===== src/rtl/mux_rr_arbiter_if.sv =====
// Request/grant bus between the requesters and the round-robin mux arbiter.
// The master side drives requests and data; the slave side is the arbiter.
interface mux_rr_arbiter_if #(
    parameter int unsigned N    = 8,
    parameter int unsigned W    = 4,
    parameter int unsigned SELW = 3
);
    logic [N-1:0]    req;
    logic [N*W-1:0]  data_in;
    logic [N-1:0]    gnt;
    logic [SELW-1:0] sel;
    logic            valid;
    logic [W-1:0]    yout;

    modport master (
        output req,
        output data_in,
        input  gnt,
        input  sel,
        input  valid,
        input  yout
    );

    modport slave (
        input  req,
        input  data_in,
        output gnt,
        output sel,
        output valid,
        output yout
    );
endinterface


===== src/rtl/mux_rr_arbiter.sv =====
// Round-robin arbiter in front of an 8:1 mux. Grants one requester at a time
// for at most MAX_HOLD consecutive cycles, drives the registered select and
// forwards the granted data word combinationally.
module mux_rr_arbiter #(
    parameter int unsigned N        = 8,
    parameter int unsigned W        = 4,
    parameter int unsigned SELW     = 3,
    parameter int unsigned MAX_HOLD = 4
) (
    input logic              clk,
    input logic              rst,
    mux_rr_arbiter_if.slave  bus
);

    typedef enum logic [0:0] {StIdle, StGrant} state_e;

    state_e          r_state;
    logic [SELW-1:0] r_ptr;
    logic [3:0]      r_hold_cnt;
    logic [N-1:0]    r_gnt;
    logic [SELW-1:0] r_sel;
    logic            r_valid;

    logic [SELW-1:0] w_start;
    logic            w_found;
    logic [SELW-1:0] w_pick;
    logic [N-1:0]    w_pick_oh;
    logic            w_keep;
    logic [W-1:0]    w_yout;

    // Search start: the saved pointer when idle, the index after the holder when granting.
    always_comb begin
        w_start = r_ptr;
        if (r_state == StGrant) begin
            w_start = (r_sel == SELW'(N - 1)) ? '0 : r_sel + 1'b1;
        end
    end

    // First active request at or after w_start, wrapping modulo N.
    always_comb begin
        w_found = 1'b0;
        w_pick  = '0;
        for (int k = 0; k < N; k++) begin
            if (!w_found && bus.req[(int'(w_start) + k) % N]) begin
                w_found = 1'b1;
                w_pick  = SELW'((int'(w_start) + k) % N);
            end
        end
        w_pick_oh = {{(N - 1){1'b0}}, 1'b1} << w_pick;
    end

    // Holder keeps the channel while it still requests and has budget left.
    always_comb begin
        w_keep = bus.req[r_sel] && (r_hold_cnt < 4'(MAX_HOLD - 1));
    end

    // Grant FSM with registered grant, select and valid.
    always_ff @(posedge clk) begin
        if (rst) begin
            r_state    <= StIdle;
            r_ptr      <= '0;
            r_hold_cnt <= '0;
            r_gnt      <= '0;
            r_sel      <= '0;
            r_valid    <= 1'b0;
        end else begin
            case (r_state)
                StIdle: begin
                    if (w_found) begin
                        r_gnt      <= w_pick_oh;
                        r_sel      <= w_pick;
                        r_valid    <= 1'b1;
                        r_hold_cnt <= '0;
                        r_state    <= StGrant;
                    end
                end
                StGrant: begin
                    if (w_keep) begin
                        r_hold_cnt <= r_hold_cnt + 4'd1;
                    end else begin
                        r_ptr      <= w_start;
                        r_hold_cnt <= '0;
                        if (w_found) begin
                            // Lone requester on expiry wraps back to itself: grant stays high.
                            r_gnt <= w_pick_oh;
                            r_sel <= w_pick;
                        end else begin
                            // sel deliberately keeps its last value.
                            r_gnt   <= '0;
                            r_valid <= 1'b0;
                            r_state <= StIdle;
                        end
                    end
                end
                default: begin
                    r_state <= StIdle;
                end
            endcase
        end
    end

    // Forward the granted word; zero when nothing is granted.
    always_comb begin
        w_yout = '0;
        if (r_valid) begin
            w_yout = bus.data_in[int'(r_sel) * W +: W];
        end
    end

    assign bus.gnt   = r_gnt;
    assign bus.sel   = r_sel;
    assign bus.valid = r_valid;
    assign bus.yout  = w_yout;

endmodule


===== src/flat_wrapper.sv =====
// flat-port wrapper written by rule: the top's interface ports become plain ports
module mux_rr_arbiter_flat 
#(
    parameter int unsigned N        = 8,
    parameter int unsigned W        = 4,
    parameter int unsigned SELW     = 3,
    parameter int unsigned MAX_HOLD = 4
)
  (clk, rst, bus_req, bus_data_in, bus_gnt, bus_sel, bus_valid, bus_yout);
  mux_rr_arbiter_if #(.N(N), .W(W), .SELW(SELW)) bus_i ();
  input logic clk;
  input logic rst;
  input wire logic [$bits(bus_i.req)-1:0] bus_req;
  input wire logic [$bits(bus_i.data_in)-1:0] bus_data_in;
  output wire logic [$bits(bus_i.gnt)-1:0] bus_gnt;
  output wire logic [$bits(bus_i.sel)-1:0] bus_sel;
  output wire logic [$bits(bus_i.valid)-1:0] bus_valid;
  output wire logic [$bits(bus_i.yout)-1:0] bus_yout;
  assign bus_i.req = bus_req;
  assign bus_i.data_in = bus_data_in;
  assign bus_gnt = bus_i.gnt;
  assign bus_sel = bus_i.sel;
  assign bus_valid = bus_i.valid;
  assign bus_yout = bus_i.yout;
  mux_rr_arbiter #(.N(N), .W(W), .SELW(SELW), .MAX_HOLD(MAX_HOLD)) u_core (.clk(clk), .rst(rst), .bus(bus_i));
endmodule

===== config.mk =====
export PLATFORM = sky130hd
export DESIGN_NAME = mux_rr_arbiter_flat
export DESIGN_NICKNAME = d
export VERILOG_FILES = /design/src/rtl/mux_rr_arbiter_if.sv /design/src/rtl/mux_rr_arbiter.sv /design/src/flat_wrapper.sv
export SDC_FILE = /design/constraint.sdc
export NUM_CORES = 1
export LEC_CHECK = 0
export ABC_CLOCK_PERIOD_IN_PS = 4700
export CORE_UTILIZATION = 35
export DETAILED_ROUTE_END_ITERATION = 10
export PLACE_DENSITY_LB_ADDON = 0.12
export SYNTH_ARGS = -nofsm -noshare
export SYNTH_HDL_FRONTEND = slang
export SYNTH_SLANG_ARGS = --single-unit

===== constraint.sdc =====
create_clock -name clk -period 4.7 [get_ports clk]
set_clock_uncertainty 0.1 [all_clocks]
set_input_delay 0.705 -clock clk [delete_from_list [all_inputs] [get_ports clk]]
set_output_delay 0.705 -clock clk [all_outputs]
set_load 0.01 [all_outputs]

==> run notes, run 1 <==
The run finished with clean final reports. Hold timing on the final database bottoms out at a slack of 372 ps. The flop-to-flop setup slack was 630 ps; the yosys synthesis warning count was 0. There are 20 flip-flops and latches. Logged for this run, the post-placement worst setup slack is 662 ps. The sink of the worst hold path was u_core.bus.gnt[3].

The run gives 2940 µm² as the final design area excluding fillers. Of the total standard cell area in the layout, the multi-input combinational portion is 59.5%. The net count of the finished layout came out at 330.

The area taken by sequential standard cells is reported as 400 µm². The synthesis report names the predominant flop master as dfxtp_1. Actual slew at the worst max-slew pin: 697 ps. The run gives 2,016 as the via count of the first global-routing pass. The critical path depth in cells came out at 10. Per the summary, power density relative to cell area is 509 nW/µm². The die is 81.8 µm tall.

Max-slew check failures listed in the final report amount to 0. The net count of the mapped netlist is 273, and the sequential-to-total area share from yosys stat is 18.0%. The total overflow left after global routing is 0. TritonCTS built the clock tree. The start point of the critical path was u_core.r_state. The kind of critical path is reg2reg.

Per the area breakdown, the dominant cell category is logic gates. In the layout the tool counted multi-input logic cells amounting to 191. The run gives 3 as the clock tree buffer count of the final layout.

Count of buffer and inverter cells on the critical path: 2. The script parses the final routing iteration and logs DRC violations as 0. After layout, the buffer instance count without clock buffers stands at 62.

The total negative slack for setup checks is 0 ps, and the largest vdd supply drop is 0.325 mV. The layout report lists the multi-input gate area as 1750 µm². The critical path goes through and2b_1 -> nor2_4 -> inv_2 -> ha_1 -> mux4_2 -> nand3b_4 -> or2_0 -> o32ai_4 -> inv_2 -> a32o_1. The library cell contributing the largest single delay on the critical path is dfxtp_1.

The tools report the number of maximum-capacitance violations as 0. Summed over all sequential cells, the power is 0.000230 W. The fraction of power spent switching nets works out to 44.1%. The number of cells reported by Yosys stat comes to 226. The classification of the worst-slack hold path is reg2reg.

The run gives 4 as the number of detailed-routing iterations run before antenna repair. The largest share of the power goes to combinational logic. The cell family contributing the most delay on the critical path is simple AND/OR/NAND/NOR gates.

With the minimum period implied by the final worst setup slack at 4070 ps, the post-layout instance count excluding filler cells is 357. With the layout filler cell count at 582, the area added between synthesis and finish is 31.9%. The share of total power dissipated in the clock network is 11.6%.

STA lists the maximum fanout along the critical path as 14. Including well taps, the total number of placed cells is 353. The tools report the met1 capacity usage during global routing as 23.7%. Once detailed placement completed, the half-perimeter wirelength came to 4820 µm. Synthesis produced 226 cells. The die is 81.8 µm wide. Counting the buffers created by CTS gives 3. After Yosys synthesis, AND-OR and OR-AND compound gates account for 18.0% of the synthesized area. The tools report the start point of the worst min-delay path as u_core.bus.gnt[3]. Measured on the final layout, the clock distribution area share stands at 2.42%. The number of setup buffers added after CTS is 0. The report lists the number of standard-cell rows as 28. The non-clock inverter total of the final layout works out to 5. The run gives 0.925 for the weighted congestion reported at the end of routability-driven placement. The share of synthesized cell area in and, or, nand and nor gates was 20.3%; the chip area was 6690 µm². The via-per-instance ratio is 5.87, and the cell leakage power is 1.08 nW. Internal power comes to 0.000838 W. Data on the critical path is required at its endpoint by 4760 ps. The final-report hold violation count is 0.

By instance count after routing, the leading logic cell types are 57 x clkdlybuf4s50_1, 30 x mux2i_1, 20 x dfxtp_1. Among all stages on the critical path, the maximum delay recorded is 660 ps. The power drawn by the clock network is 0.000173 W.

The arrival time of the worst setup path came out at 4130 ps. Yosys reported that registers with async set or reset make up 0%. The logs give 2870 µm² for the placed cell area and 75 for the tapcell count. In this run the mean area of a mapped cell was 9.87 µm². With the pre-placement core utilization at 37.0%, the count of input and output buffers is 57. Count of cells along the worst hold path: 1. The launch point of the worst register-to-register path is recorded as u_core.r_state. The number of buffers inserted for hold repair after clock tree synthesis is 0, and the area share of fa/ha/maj cells after synthesis is 2.81%. After global routing, the most crowded layer is met2.

In this run the tightest slew margin relative to its limit is 53.4%. The proportion of cell area occupied by registers is 13.6%. The parity-gate share of the synthesized area counting xor and xnor cells was 1.18%; the number of levels in the clock H-tree was 1. The logs give 2230 µm² for the chip area line of the yosys report and 2,095 for the vias after detailed routing.

The number of unique standard cell types used by synthesis was 57. The layout summary lists the proportion of cells stronger than drive strength 1 as 16.3%. The last timing report of the flow puts the setup violation total at 0. The tools report the remaining number of nets flagged by the antenna check after routing as 0.

The power report puts the net switching power at 0.000660 W. With the relative area of non-clock buffer cells in the final design at 20.7%, the met2 layer usage reported by global route is 32.1%. The final timing report gives a worst setup slack of 630 ps. In this run, flip-flops and latches consume 15.3% of the power.

Depth of the worst register-to-register path: 10. The logs give 0 for the number of antenna violations at the first check in global routing and 18.7% for the total routing resource utilization after global routing. The final power report lists total power as 0.00150 W. The number of gates given a new drive strength after cts is 0. Looking at the power breakdown, combinational cells take 73.1% of the total. Setup repair after global routing left no endpoint under its margin.

The detailed-route wire length per cell is 17.2 µm, and the number of enable-type register cells in the synthesized netlist is 0. Of the available clock period, the critical path in the final layout requires 86.6%. The register with the most flip-flops in the layout has 8 of them. The most common cell after layout, fill and taps aside is clkdlybuf4s50_1.

For reference, the mux area share after synthesis is 36.1%. The run gives 6160 µm for the total detailed-routing wirelength. According to the I/O placement log, the pin count is 58. The cell chosen for the clock root was clkbuf_8.

The capturing element type of the critical path was a register. The run gives 0.00110 W as the power in combinational cells. By instance count, the cell type seen most on the critical path is inv_2. For the met3 layer usage reported by global route, the log shows 3.56%. The skew report gives the latency at the later pin of the worst-skew pair as 260 ps. The core region is 6030 µm². The tools report the buffer depth of the longest clock path as 2. Warnings raised by the tools during the run amount to 26. Of the combinational cells, the family taking the most area is multiplexers.

The number of sinks driven by the clock tree was 20. Once layout is complete, the utilization of the core stands at 48.8%.
## run 1: cell usage after synthesis, types with 4 or more instances
cell	number	area [µm²]
a21oi_1	9	45.0
a22oi_1	4	30.0
a32o_1	4	40.0
dfxtp_1	20	400
ha_1	5	62.6
mux2_2	4	45.0
mux2i_1	30	300
mux4_2	16	360
nand2_1	16	60.1
nand2b_1	5	31.3
nand3_1	7	35.0
nor2_1	19	71.3
nor2b_1	6	37.5
nor3_1	4	20.0
o21ai_0	4	20.0
o22ai_1	5	31.3
o2bb2ai_1	4	35.0
## run 1: per-layer routing
layer	share of wire, %	vias up
met5	0	-
met1	43	982
li1	-	1006
met4	2.1	0
met3	9.4	12
met2	45	95
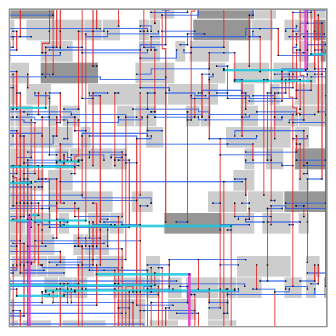
Run 1: close-up of the layout
Region (21, 21) to (61, 61) µm. Cells in gray, sequential cells in the stronger gray; small squares are vias.
layer	color
metal 2	red
metal 1	blue
metal 3	cyan
metal 4	magenta
cells with their middle in the window	94
netlist names of flops here include	`u_core.r_ptr` (2)
most frequent	nor2_1 (10), nand2_1 (7), a21oi_1 (6)
sequential cells in the window	5

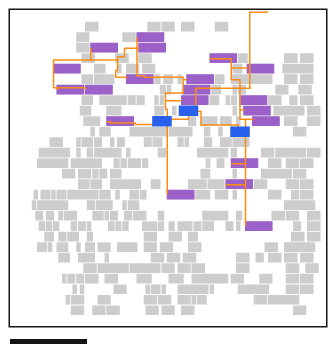
Run 1: clock distribution
Scale bar: 20 µm.
[clock drivers] blue | count: 3
[clock wires] orange | length: 279 µm
[flip-flops] purple | count: 20
routed clock nets	4

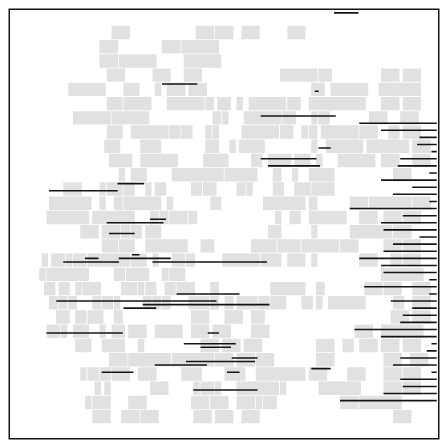
Run 1: met3 routing
Cells faint in the background.
main direction	horizontal
nets with wire on the layer	65
wire length on this layer	577 µm
share of all routed wire	9.4%

==> run 1 -> run 2 <==
SKIP_LAST_GASP = 1   (was default)
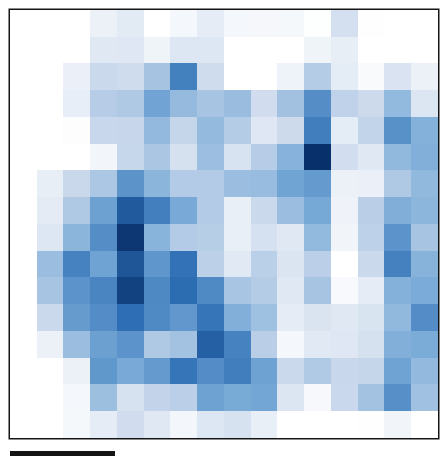
Run 2: routed metal per tile
Scale bar: 20 µm. 16 x 16 tiles, from white (low) to dark blue (high), scaled to the fullest tile. Values are wire area over tile area, all layers added.
tiles over half the peak	19%
mean over tiles	0.15
emptiest ninth of the die	top left

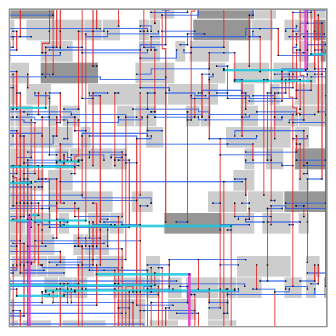
Run 2: close-up of the layout
Region (21, 21) to (61, 61) µm. Cells in gray, sequential cells in the stronger gray; small squares are vias.

==> run notes, run 2 <==
The number of antenna violations at the first check in global routing came out at 0. The fraction of power spent switching nets came out at 44.1%. Count of cells along the worst hold path: 1. The run gives 2 for the buffer depth of the longest clock path.

The number of gates given a new drive strength after cts is 0. The run gives 2.81% for the area share of fa/ha/maj cells after synthesis. The via count of the first global-routing pass was 2,016. Flip-flop cell with the highest count after synthesis: dfxtp_1. With the sequential-to-total area share from yosys stat at 18.0%, the final worst-path cycle share is 86.6%. The number of warnings reported in the stage logs is 26. The tools report the placed instance count as 353. The cell leakage power came out at 1.08 nW.

The root buffer cell chosen for the clock tree is clkbuf_8. The relative area of non-clock buffer cells in the final design works out to 20.7%. According to the timing report, the critical path is launched from u_core.r_state. After synthesis, the share of flip-flops with an asynchronous set or reset is 0%. After detailed routing, the average wire length per cell comes to 17.2 µm. Detailed placement ended at an HPWL of 4820 µm. The number of maximum-capacitance violations recorded for the run is 0. The run gives 630 ps for the flop-to-flop setup slack. Setup repair after global routing left no endpoint under its margin. The share of synthesized cell area in and, or, nand and nor gates is 20.3%. The run gives 0.000173 W for the power drawn by the clock network.

The chip area is 6690 µm², and the total congestion overflow is 0. Biggest power consumer among the groups: combinational logic. The layout multi-input combinational cell count came out at 191.

The most common logic cells in the final layout are 57 x clkdlybuf4s50_1, 30 x mux2i_1, 20 x dfxtp_1. Data arrives at the worst endpoint at 4130 ps. The most critical hold endpoint after final layout shows a slack of 372 ps.

Summing all multiplexer cells gives an area fraction of 36.1%. The count of cells in the finished layout, fillers not included, comes to 357. Synthesis produced a netlist whose cell count is 226. The tools report the TritonCTS buffer count as 3.

58 I/O pins were placed. Listed in order, past its start point the critical path passes and2b_1 -> nor2_4 -> inv_2 -> ha_1 -> mux4_2 -> nand3b_4 -> or2_0 -> o32ai_4 -> inv_2 -> a32o_1. Cell internal power was estimated by the tool at 0.000838 W. The register with the most flip-flops in the layout has 8 of them. The combinational power reported by the tool is 0.00110 W. Sequential cells consume a total of 0.000230 W. The last timing report of the flow puts the setup violation total at 0.

For this design, the sink count on the clock tree is 20. Ranked by total cell area, the synthesized netlist is headed by dfxtp_1 18%, mux4_2 16%, mux2i_1 13%. The final timing report lists a hold violation count of 0.

Per the post-route antenna check, the number of violating nets is 0. The run gives 4760 ps as the data required time of the worst path. The areal power density over the cells is 509 nW/µm². The synthesized-area fraction occupied by ao, oa, aoi and oai cells was 18.0%; the synthesized area per cell was 9.87 µm². Across every metal layer, demand over resource in global routing totals 18.7%.

Yosys stat counts 226 cells in the synthesized netlist. The finished layout reports a core utilization of 48.8%. The initial utilization of the core area, before any placement, comes to 37.0%. Hold analysis lists the worst path endpoint as u_core.bus.gnt[3]. In this run the cell area measured after placement is 2870 µm². With the chip area line of the yosys report at 2230 µm², the net count of the mapped netlist is 273. The capturing element type of the critical path is a register.

The core area came out at 6030 µm². Combinational logic is responsible for 73.1% of the overall power. The net count of the finished layout was 330; the largest fanout on the critical path was 14. The largest family of logic cells by area was multiplexers.

VDD sags by at most 0.325 mV. TritonCTS built the clock tree. In the final layout, the share of cells above drive strength 1 is 16.3%.

For this run, the number of Yosys warnings is 0. The post-CTS hold buffer count recorded in the log is 0. The largest delay contributor family on the critical path was simple AND/OR/NAND/NOR gates. The layout report gives the multi-input gate share of total cell area as 59.5%.

At the pin with the least slew margin, the transition time is 697 ps. The worst hold path begins at u_core.bus.gnt[3]. The number of buffers other than clock buffers in the final layout works out to 62. Looking at the setup timing report, the critical path kind is reg2reg. For the worst setup timing slack at the placement stage, the log shows 662 ps. The flow ran to the end, and the final reports show no timing, DRC or antenna violations. The number of enable-type register cells in the synthesized netlist is 0, and the remaining design rule violation count is 0. The run gives 1.18% for the parity-gate share of the synthesized area counting xor and xnor cells. Count of buffers added by post-CTS timing repair for setup: 0. The pre-antenna-repair detailed-routing pass consisted of 4 iterations.

The critical path contains buffers and inverters numbering 2 combined. Number of levels in the clock H-tree: 1. The critical path depth in cells was 10; the weighted congestion reported at the end of routability-driven placement was 0.925. The min-delay analysis places its worst path in the category reg2reg. Among the stages of the critical path, the cell type that occurs most often is inv_2. The area share of the largest cell type after synthesis was 18.0%.

The final power report lists total power as 0.00150 W. The count of input and output buffers is 57, and the register share of total power is 15.3%. According to the cell report, flip-flops and latches in the layout number 20.
[run 2: cell counts after synthesis]
Identical to the previous run, type by type.
[run 2: layer usage]
layer / wire length (µm) / part of all wire, % / up-vias / track usage [%]
li1: - / - / 1006 / -
met1: 2680 / 43 / 982 / 23.7
met2: 2780 / 45 / 95 / 32.1
met3: 576 / 9.4 / 12 / 3.56
met4: 127 / 2.1 / 0 / 4.91
met5: 0 / 0 / - / 0
[run 2: cell families (layout without fill, tap and decap cells)]
group           count (synthesis)  count (layout)
compound gates                 50              50
xor+xnor                        3               3
fa+ha+maj                       5               5
buf+inv                        15              71
flops                          20              20
mux                            55              55
simple gates                   78              78
Run 2, clock wiring as the flow saved it:
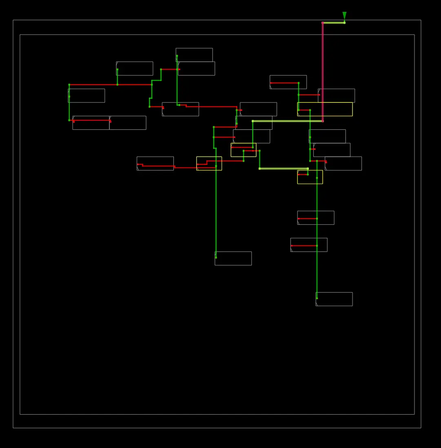

==> run 2 -> run 3 <==
CORE_ASPECT_RATIO = 0.9   (was default)
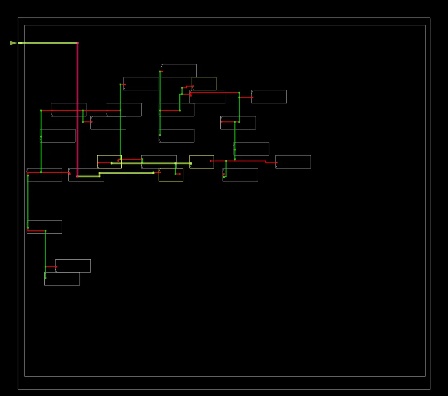
Run 3: clock wiring as the flow saved it
TritonCTS Buffers: 3
total number of sequential cells: 20
CLK BUF: 4
Skew-Pair Late Insertion Delay: 250 ps

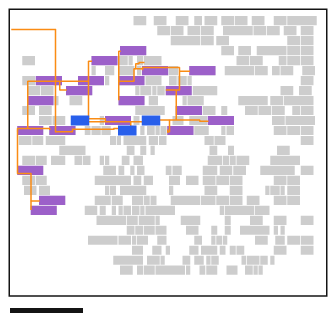
Run 3: clock distribution
Scale bar: 20 µm.
reported clock group power: 0.000128 W
part of the power in the clock network: 8.7%

==> run notes, run 3 <==
The commonest cells after synthesis are 30 x mux2i_1, 20 x dfxtp_1, 19 x nor2_1. According to the timing report, the data required time at the worst endpoint equals 4750 ps. OpenSTA lists the critical path startpoint as u_core.r_state. The run gives 500 nW/µm² for the areal power density over the cells. The proportion of cell area occupied by registers works out to 13.7%. Post-route period utilization is reported as 87.9%. The run gives 57 for the count of input and output buffers. In the log, the iteration count for the first detailed-route pass is 4. The register with the most flip-flops in the layout has 8 of them. Per the finish-stage timing summary, setup violations number 0. The logs give a warning total of 26. The layout report lists the clock-cell share of area as 1.88%.

TritonCTS built the clock tree. Number of maximum-capacitance violations: 0. The run gives 36.3% as the pre-placement core utilization.

In the final report, the number of pins over their slew limit comes to 0. For the post-layout total power, the log shows 0.00147 W. The largest incremental delay on the critical path came out at 670 ps. The detailed placer reported the number of placed instances as 364.

The flip-flop cell with the highest count after synthesis was dfxtp_1. The run gives 61 for the number of buffers other than clock buffers in the final layout. Setup slack on the worst reg-to-reg path comes out at 570 ps. The largest cell class by area is logic gates. Per the post-run analysis, buffers plus inverters along the critical path come to 2. For reference, the final report shows the hold violation count at 0. The registers of the reported paths see a clock transition of 70 ps. met2 track demand over resource after global routing is 28.3%. At the worst endpoint, the arrival time is 4180 ps. Total I/O pin count: 58. With the yosys synthesis warning count at 0, the area share of the largest cell type after synthesis is 18.0%. The worst path meets setup with 567 ps of slack.

Worst slew margin relative to its limit: 47.3%. The count of buffers added by post-CTS timing repair for setup is 0, and the detailed-route wire length per cell is 16.9 µm. For the met1 capacity usage during global routing, the log shows 27.8%. Cell leakage power: 1.07 nW. The most frequently used cell type in the post-synthesis netlist was mux2i_1. Cell chosen for the clock root: clkbuf_8. For this run, global-route usage on met3 was measured as 4.15%. The final layout contains 329 nets. In this run the worst path has a maximum fanout of 14. For the number of antenna violations at the first check in global routing, the log shows 0. Largest delay contributor family on the critical path: simple AND/OR/NAND/NOR gates. Per the Yosys statistics, synthesis produced 226 cells. Counting every sink on the clock net gives 20. The script logs the ratio of routed vias to standard cells as 5.70.

For this design, the CTS-stage hold fixing added 0 buffers. Ranked by total cell area, the synthesized netlist is headed by dfxtp_1 18%, mux4_2 16%, mux2i_1 13%. With the combinational fraction of the cell area at 59.6%, the worst setup timing slack at the placement stage is 651 ps.

The total negative slack for setup checks was 0 ps. After legalization and detailed placement, the total HPWL measured 4740 µm. The classification of the worst-slack hold path was reg2reg. STA classifies the critical path endpoint as a register.

Sink of the worst hold path: u_core.bus.gnt[6]. After detailed routing, the number of remaining DRC violations is 0. The first global-routing pass estimated 10,000 µm of wire. Per the OpenROAD floorplan log, the area of the die is 6690 µm². The net count of the mapped netlist is 273. Last element of the critical path: u_core.bus.gnt[4]. The wire length recorded after detailed routing is 6230 µm. The top achievable clock speed is 242 MHz.

The floorplan has 27 rows. In this run, post-CTS repair resized a total of 0 instances. The count of cells along the worst hold path came out at 1.

Total routing resource utilization after global routing: 18.8%. Among the stages of the critical path, the cell type that occurs most often is inv_2. The number of levels in the clock H-tree was 1; the number of unique standard cell types used by synthesis was 57. The multi-input combinational cells in the finished layout cover a total of 1750 µm². After global routing, the most crowded layer is met2.

The worst register-to-register path begins at u_core.r_state. The die is 86.1 µm wide. The logs give 526 µm for the amount of wire on met3 after detailed routing and 2230 µm² for the cell area after synthesis.

At the pin with the least slew margin, the transition time is 775 ps. With the layout multi-input combinational cell count at 191, the final hold slack is 367 ps. Per the final report, the share of cell area in non-clock buffers is 20.5%. The final timing report derives a shortest allowable period of 4130 ps.

For this block, the via count after detailed routing is 2,098. Per the gpl log, the routability congestion estimate is 0.895. Start point of the worst min-delay path: u_core.bus.gnt[6].

The synthesized area per cell is 9.87 µm². The sequential standard cell area is 400 µm², and the post-layout instance count excluding filler cells is 368. The run gives 0 for the number of enable-type register cells in the synthesized netlist. The die is 77.7 µm tall.

IR analysis of the VDD net gives a maximum drop of 0.212 mV. The end-of-flow core utilization is 47.7%, and the number of standard cells after synthesis is 226. The violation count after the first detailed-routing iteration was 132; the critical path depth in cells was 11. The logs give 2230 µm² for the chip area line of the yosys report and 585 for the layout filler cell count. The area added between synthesis and finish was 31.5%. The tools report the core area as 6150 µm².

For the final antenna diode count, the log shows 0. In the layout the commonest cells are 57 x clkdlybuf4s50_1, 30 x mux2i_1, 20 x dfxtp_1. The post-synth register bit count is 20. Setup repair after global routing left no endpoint under its margin.

Measured in cells, the most critical reg-to-reg path has a length of 11. Per STA, the worst path is made up of and2b_1 -> nor2_4 -> inv_2 -> ha_1 -> xnor2_1 -> mux4_2 -> nand2b_1 -> or2_0 -> o32ai_4 -> inv_2 -> a32o_1. The flow ran to the end, and the final reports show no timing, DRC or antenna violations. The finished cells cover 2930 µm². Library cell contributing the largest single delay on the critical path: dfxtp_1. For the placed cell area, the log shows 2880 µm². The highest metal layer carrying signal wires in the routed design is met4. The total congestion overflow is 0.

In the detailed route, the total length drawn on met2 is 2610 µm. In the final layout, the share of cells above drive strength 1 is 16.0%. The count of nets left with antenna violations once routing finished came out at 0.

For reference, the most critical setup path is categorized as reg2reg. With the via count of the first global-routing pass at 1,958, the async set or reset register ratio after synthesis is 0%. Category of the worst setup path launch point: a register. Sorting the Yosys area breakdown by cell type puts at the top dfxtp_1.

The run gives 87 for the tapcell count. With the routed metal-1 wirelength at 3040 µm, the maximum number of pins on one net before global-route repair is 17. Counting the inverters off the clock network in the layout gives 5. Looking at the clock tree report, the maximum root-to-sink buffer count equals 2.

The capture point of the worst register-to-register path is recorded as u_core.bus.gnt[4]. The library cell used most frequently in the layout, excluding fill and tap cells, is clkdlybuf4s50_1. Of the synthesized area, sequential elements account for 18.0%.
## run 3: cell count changes in the layout (fill, tap and decap cells not counted), sizes merged
| cell | before | now |
|---|---|---|
| bufinv | 1 | 0 |
| clkbuf | 3 | 4 |
| buf | 5 | 4 |
## run 3: logic make-up (layout without fill, tap and decap cells)
kind of cell             count (synthesis)  after routing  share of synthesized area, %
AND/OR/NAND/NOR                         78             78                          20.3
multiplexers                            55             55                          36.1
AND-OR/OR-AND                           50             50                          18.0
flip-flops                              20             20                          18.0
buffers and inverters                   15             70                          3.59
adder cells (fa/ha/maj)                  5              5                          2.81
XOR/XNOR                                 3              3                          1.18
## run 3: power breakdown
| part | internal [W] | switching [W] |
|---|---|---|
| combinational | 0.000518 | 0.000592 |
| clock | 0.0000744 | 0.0000533 |
| sequential | 0.000205 | 0.0000230 |
Power and IR drop assume default switching activity.
